Nets reached from selected ports:
Scale: 1 px per µm.
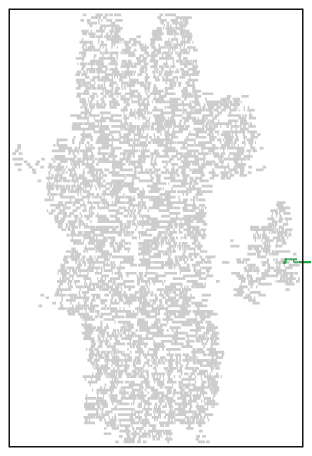
Placed standard cells:
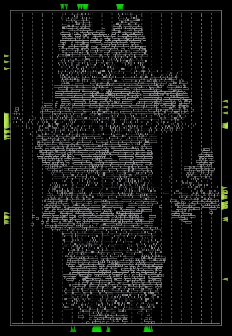
===== src/rtl/conv3x3_engine_if.sv =====
// Control, configuration and window/pixel bundle between the 3x3 convolution
// engine (slave) and the pixel source / configuration master.
interface conv3x3_engine_if;
    logic            i_start;
    logic            i_cfg_we;
    logic [3:0]      i_cfg_addr;
    logic [7:0]      i_cfg_data;
    logic            i_win_valid;
    logic [8:0][7:0] i_pixel;      // [0] = pixel_1 (top-left), row-major to [8] = pixel_9
    logic            o_rd;
    logic            o_busy;
    logic            o_out_valid;
    logic [7:0]      o_pixelw;
    logic            o_done;

    modport master (
        output i_start, i_cfg_we, i_cfg_addr, i_cfg_data, i_win_valid, i_pixel,
        input  o_rd, o_busy, o_out_valid, o_pixelw, o_done
    );

    modport slave (
        input  i_start, i_cfg_we, i_cfg_addr, i_cfg_data, i_win_valid, i_pixel,
        output o_rd, o_busy, o_out_valid, o_pixelw, o_done
    );
endinterface


===== src/rtl/conv3x3_engine.sv =====
// 3x3 convolution engine: frame sequencer issuing window reads, three-stage
// multiply / row-sum / total-shift-saturate pipeline, programmable signed kernel.
module conv3x3_engine #(
    parameter int IMG_W = 64,
    parameter int IMG_H = 64,
    parameter int SHIFT = 4
) (
    input  logic              clk,
    input  logic              rst_n,
    conv3x3_engine_if.slave   bus
);
    localparam int NPIX = IMG_W * IMG_H;
    localparam int CW   = $clog2(NPIX + 1);
    localparam logic [CW-1:0] CNT_LAST = CW'(NPIX - 1);
    localparam logic [CW-1:0] CNT_FULL = CW'(NPIX);

    localparam logic [1:0] IDLE  = 2'd0;
    localparam logic [1:0] RUN   = 2'd1;
    localparam logic [1:0] DRAIN = 2'd2;
    localparam logic [1:0] DONE  = 2'd3;

    logic [1:0]         r_state;
    logic [1:0]         w_state_nxt;
    logic [CW-1:0]      r_rd_cnt;
    logic [CW-1:0]      r_win_cnt;
    logic [CW-1:0]      r_out_cnt;
    logic               r_rd;
    logic               r_busy;
    logic               r_done;
    logic               r_out_valid;
    logic [7:0]         r_pixelw;
    logic signed [7:0]  r_coef [9];
    logic signed [16:0] r_prod [9];
    logic signed [18:0] r_row  [3];
    logic               r_v1;
    logic               r_v2;
    logic               w_accept;
    logic               w_out_full;
    logic signed [20:0] w_total;
    logic signed [20:0] w_shift;
    logic [7:0]         w_sat;

    assign bus.o_rd        = r_rd;
    assign bus.o_busy      = r_busy;
    assign bus.o_done      = r_done;
    assign bus.o_out_valid = r_out_valid;
    assign bus.o_pixelw    = r_pixelw;

    // Windows beyond one frame's worth are dropped before entering the pipeline
    assign w_accept   = bus.i_win_valid && ((r_state == RUN) || (r_state == DRAIN)) &&
                        (r_win_cnt != CNT_FULL);
    // Includes the pulse leaving stage 3 this cycle so done follows the last output directly
    assign w_out_full = (r_out_cnt == CNT_FULL) || (r_out_valid && (r_out_cnt == CNT_LAST));

    // Next-state logic of the frame sequencer
    always_comb begin
        w_state_nxt = r_state;
        case (r_state)
            IDLE: begin
                if (bus.i_start) w_state_nxt = RUN;
                else             w_state_nxt = IDLE;
            end
            RUN: begin
                if (r_rd_cnt == CNT_LAST) w_state_nxt = DRAIN;
                else                      w_state_nxt = RUN;
            end
            DRAIN: begin
                if (w_out_full) w_state_nxt = DONE;
                else            w_state_nxt = DRAIN;
            end
            DONE:    w_state_nxt = IDLE;
            default: w_state_nxt = IDLE;
        endcase
    end

    // State register, registered status outputs and frame counters
    always_ff @(posedge clk) begin
        if (!rst_n) begin
            r_state   <= IDLE;
            r_rd      <= 1'b0;
            r_busy    <= 1'b0;
            r_done    <= 1'b0;
            r_rd_cnt  <= '0;
            r_win_cnt <= '0;
            r_out_cnt <= '0;
        end else begin
            r_state <= w_state_nxt;
            r_rd    <= (w_state_nxt == RUN);
            r_busy  <= (w_state_nxt != IDLE);
            r_done  <= (w_state_nxt == DONE);
            if ((r_state == IDLE) && bus.i_start) begin
                r_rd_cnt  <= '0;
                r_win_cnt <= '0;
                r_out_cnt <= '0;
            end else begin
                if (r_state == RUN) r_rd_cnt  <= r_rd_cnt + CW'(1'b1);
                if (w_accept)       r_win_cnt <= r_win_cnt + CW'(1'b1);
                if (r_out_valid)    r_out_cnt <= r_out_cnt + CW'(1'b1);
            end
        end
    end

    // Kernel coefficients: identity on reset, writable only while idle
    always_ff @(posedge clk) begin
        if (!rst_n) begin
            for (int i = 0; i < 9; i++) r_coef[i] <= 8'sd0;
            r_coef[4] <= 8'd1 << SHIFT;
        end else if (bus.i_cfg_we && (r_state == IDLE) && (bus.i_cfg_addr <= 4'd8)) begin
            r_coef[bus.i_cfg_addr] <= bus.i_cfg_data;
        end
    end

    // Stage 3 combinational part: total, arithmetic shift and clamp to 0..255
    always_comb begin
        w_total = 21'(r_row[0]) + 21'(r_row[1]) + 21'(r_row[2]);
        w_shift = w_total >>> SHIFT;
        if (w_shift < 21'sd0) begin
            w_sat = 8'd0;
        end else if (w_shift > 21'sd255) begin
            w_sat = 8'd255;
        end else begin
            w_sat = w_shift[7:0];
        end
    end

    // Three-stage datapath with per-stage valid bits; pixelw holds between outputs
    always_ff @(posedge clk) begin
        if (!rst_n) begin
            r_v1        <= 1'b0;
            r_v2        <= 1'b0;
            r_out_valid <= 1'b0;
            r_pixelw    <= 8'd0;
            for (int i = 0; i < 9; i++) r_prod[i] <= 17'sd0;
            for (int r = 0; r < 3; r++) r_row[r]  <= 19'sd0;
        end else begin
            r_v1        <= w_accept;
            r_v2        <= r_v1;
            r_out_valid <= r_v2;
            if (w_accept) begin
                for (int i = 0; i < 9; i++)
                    r_prod[i] <= 17'(r_coef[i]) * 17'($signed({1'b0, bus.i_pixel[i]}));
            end
            if (r_v1) begin
                for (int r = 0; r < 3; r++)
                    r_row[r] <= 19'(r_prod[3*r]) + 19'(r_prod[3*r+1]) + 19'(r_prod[3*r+2]);
            end
            if (r_v2) r_pixelw <= w_sat;
        end
    end
endmodule


===== src/flat_wrapper.sv =====
// flat-port wrapper written by rule: the top's interface ports become plain ports
module conv3x3_engine_flat 
#(
    parameter int IMG_W = 64,
    parameter int IMG_H = 64,
    parameter int SHIFT = 4
)
  (clk, rst_n, bus_i_start, bus_i_cfg_we, bus_i_cfg_addr, bus_i_cfg_data, bus_i_win_valid, bus_i_pixel, bus_o_rd, bus_o_busy, bus_o_out_valid, bus_o_pixelw, bus_o_done);
  conv3x3_engine_if bus_i ();
  input  logic clk;
  input  logic rst_n;
  input wire logic [$bits(bus_i.i_start)-1:0] bus_i_start;
  input wire logic [$bits(bus_i.i_cfg_we)-1:0] bus_i_cfg_we;
  input wire logic [$bits(bus_i.i_cfg_addr)-1:0] bus_i_cfg_addr;
  input wire logic [$bits(bus_i.i_cfg_data)-1:0] bus_i_cfg_data;
  input wire logic [$bits(bus_i.i_win_valid)-1:0] bus_i_win_valid;
  input wire logic [$bits(bus_i.i_pixel)-1:0] bus_i_pixel;
  output wire logic [$bits(bus_i.o_rd)-1:0] bus_o_rd;
  output wire logic [$bits(bus_i.o_busy)-1:0] bus_o_busy;
  output wire logic [$bits(bus_i.o_out_valid)-1:0] bus_o_out_valid;
  output wire logic [$bits(bus_i.o_pixelw)-1:0] bus_o_pixelw;
  output wire logic [$bits(bus_i.o_done)-1:0] bus_o_done;
  assign bus_i.i_start = bus_i_start;
  assign bus_i.i_cfg_we = bus_i_cfg_we;
  assign bus_i.i_cfg_addr = bus_i_cfg_addr;
  assign bus_i.i_cfg_data = bus_i_cfg_data;
  assign bus_i.i_win_valid = bus_i_win_valid;
  assign bus_i.i_pixel = bus_i_pixel;
  assign bus_o_rd = bus_i.o_rd;
  assign bus_o_busy = bus_i.o_busy;
  assign bus_o_out_valid = bus_i.o_out_valid;
  assign bus_o_pixelw = bus_i.o_pixelw;
  assign bus_o_done = bus_i.o_done;
  conv3x3_engine #(.IMG_W(IMG_W), .IMG_H(IMG_H), .SHIFT(SHIFT)) u_core (.clk(clk), .rst_n(rst_n), .bus(bus_i));
endmodule

===== config.mk =====
export PLATFORM = sky130hd
export DESIGN_NAME = conv3x3_engine_flat
export DESIGN_NICKNAME = d
export VERILOG_FILES = /design/src/rtl/conv3x3_engine_if.sv /design/src/rtl/conv3x3_engine.sv /design/src/flat_wrapper.sv
export SDC_FILE = /design/constraint.sdc
export NUM_CORES = 2
export LEC_CHECK = 0
export CAP_MARGIN = 20
export CORE_ASPECT_RATIO = 1.5
export CORE_MARGIN = 2
export CORE_UTILIZATION = 29
export DETAILED_ROUTE_END_ITERATION = 8
export SYNTH_ARGS = -nofsm -noshare
export SYNTH_HDL_FRONTEND = slang
export SYNTH_SLANG_ARGS = --single-unit

===== constraint.sdc =====
create_clock -name clk -period 16.4 [get_ports clk]
set_clock_uncertainty 0.2 [all_clocks]
set_input_delay 3.28 -clock clk [delete_from_list [all_inputs] [get_ports clk]]
set_output_delay 3.28 -clock clk [all_outputs]
set_load 0.01 [all_outputs]

==> changes_impl.md <==
### Changed

- Status: complete, no violations
- Tightest Pin Transition: 1020 ps
- Synthesized netlist cell count: 3660
- Synth Area in Simple Gates: 0.184
- Comb/total area: 0.599
- Switch Pwr: 1.11 mW
- Net Count, Synth: 4620
- Biggest register: u_core.r_prod
- CP delay by family, top: adder cells
- Metal1 wirelength: 34.1 mm
- ANT nets after route: 0
- RR Endpoint: u_core.r_prod[0][101]
- DR pass1 iterations: 5
- Leak: 18.5 nW
- CP Launch Type: input port
- Worst hold path class: reg2reg
- DR WL/cell: 16.3 µm
- Sw Ratio: 0.357
- H-tree depth: 2
- Post-synth EDFFs: 282
- Crit. End Element: flop
- Met2 Use GR: 0.272
- Hold_ws: 282 ps
- Total power: 3.12 mW
- FMAX: 128 MHz
- Clock sinks: 337
- OpenROAD warnings: 31
- Highest routed metal layer: met5
- Area of the mapped netlist: 36100 µm²
- # DRC: 0
- Detailed Route Iter0 Violations: 1171
- Root Driver: clkbuf_16
- Chip Area: 127000 µm²
- Number of synthesis warnings: 0
- Yosys chip area: 36100 µm²
- Total number of vias: 25300
- Slowest stage delay, CP: 580 ps
- # clk buffers: 52
- Taps Inserted: 1600
- Hold Path Depth: 2
- Pin count of the biggest net entering global routing: 61
- Hpwl dp: 72.3 mm
- Clock Latency Late Sink: 580 ps
- Final Critical Period: 7820 ps
- Initial antenna violation count: 7
- Wire length on met3: 3.00 mm
- Cts repair resizes: 0
- Comb. pwr: 1.21 mW
- # fillers: 12600
- Final hold vios: 0
- Clk network pwr share: 0.283
- Post-Place Cells: 5333
- Synth Area in XOR/XNOR: 0.0357
- Cycle use final: 0.477
- CP max stage cell: clkdlybuf4s50_1
- Hold path startpoint: u_core.r_rd_cnt[10]
- Drt via density: 4.68
- Top cells by area: edfxtp_1 (23%), fa_1 (22%), ha_1 (16%), inv_1 (6.2%), and2_1 (5.0%)
- Hold-fix buffers at CTS: 0
- Most used logic cell in the final layout: inv_1
- Non-clock buffer count: 114
- Logic area: 24200 µm²
- GPL Wtd Cong: 0.839
- Kind of critical path: in2reg
- CP startpoint: bus_i_pixel[60]
- CTS max path bufs: 3
- Final max-slew violation count: 0
- Gr usage total: 0.142
- Setup TNS: 0 ps
- Worst path depth: 19
- Final worst slack: 8580 ps
- Flop pwr share: 0.330
- PwrDens: 77.3 nW/µm²
- Cell total in the yosys stat output: 3660
- Crit path arrival time: 8030 ps
- Setup Buffers After CTS: 0
- Vias in the first global route: 27200
- Final nets: 4736
- Floorplan core density: 0.292
- Yosys top cell by instances: inv_1
- Pwr top: combinational logic
- Combinational power share: 0.387
- Final setup violation count: 0
- FF-to-FF Start: u_core.r_coef[5][7]
- Design Area, Final: 40400 µm²
- Grt total ovfl: 0
- Flop-to-flop setup slack: 11280 ps
- Core area: 124000 µm²
About 'nets reached from selected ports':
[`bus_i_start`] green | bits: 1 | direction: input | edge: right | end cells: 2 | buffers: 1 | wire: 29.4 µm
I/O pin cnt: 101
Port Buffers: 100

About 'placed standard cells':
utilization after layout: 0.327
Flop Count: 337
fin cells: 5408

Power is estimated from default activity; no workload was simulated.
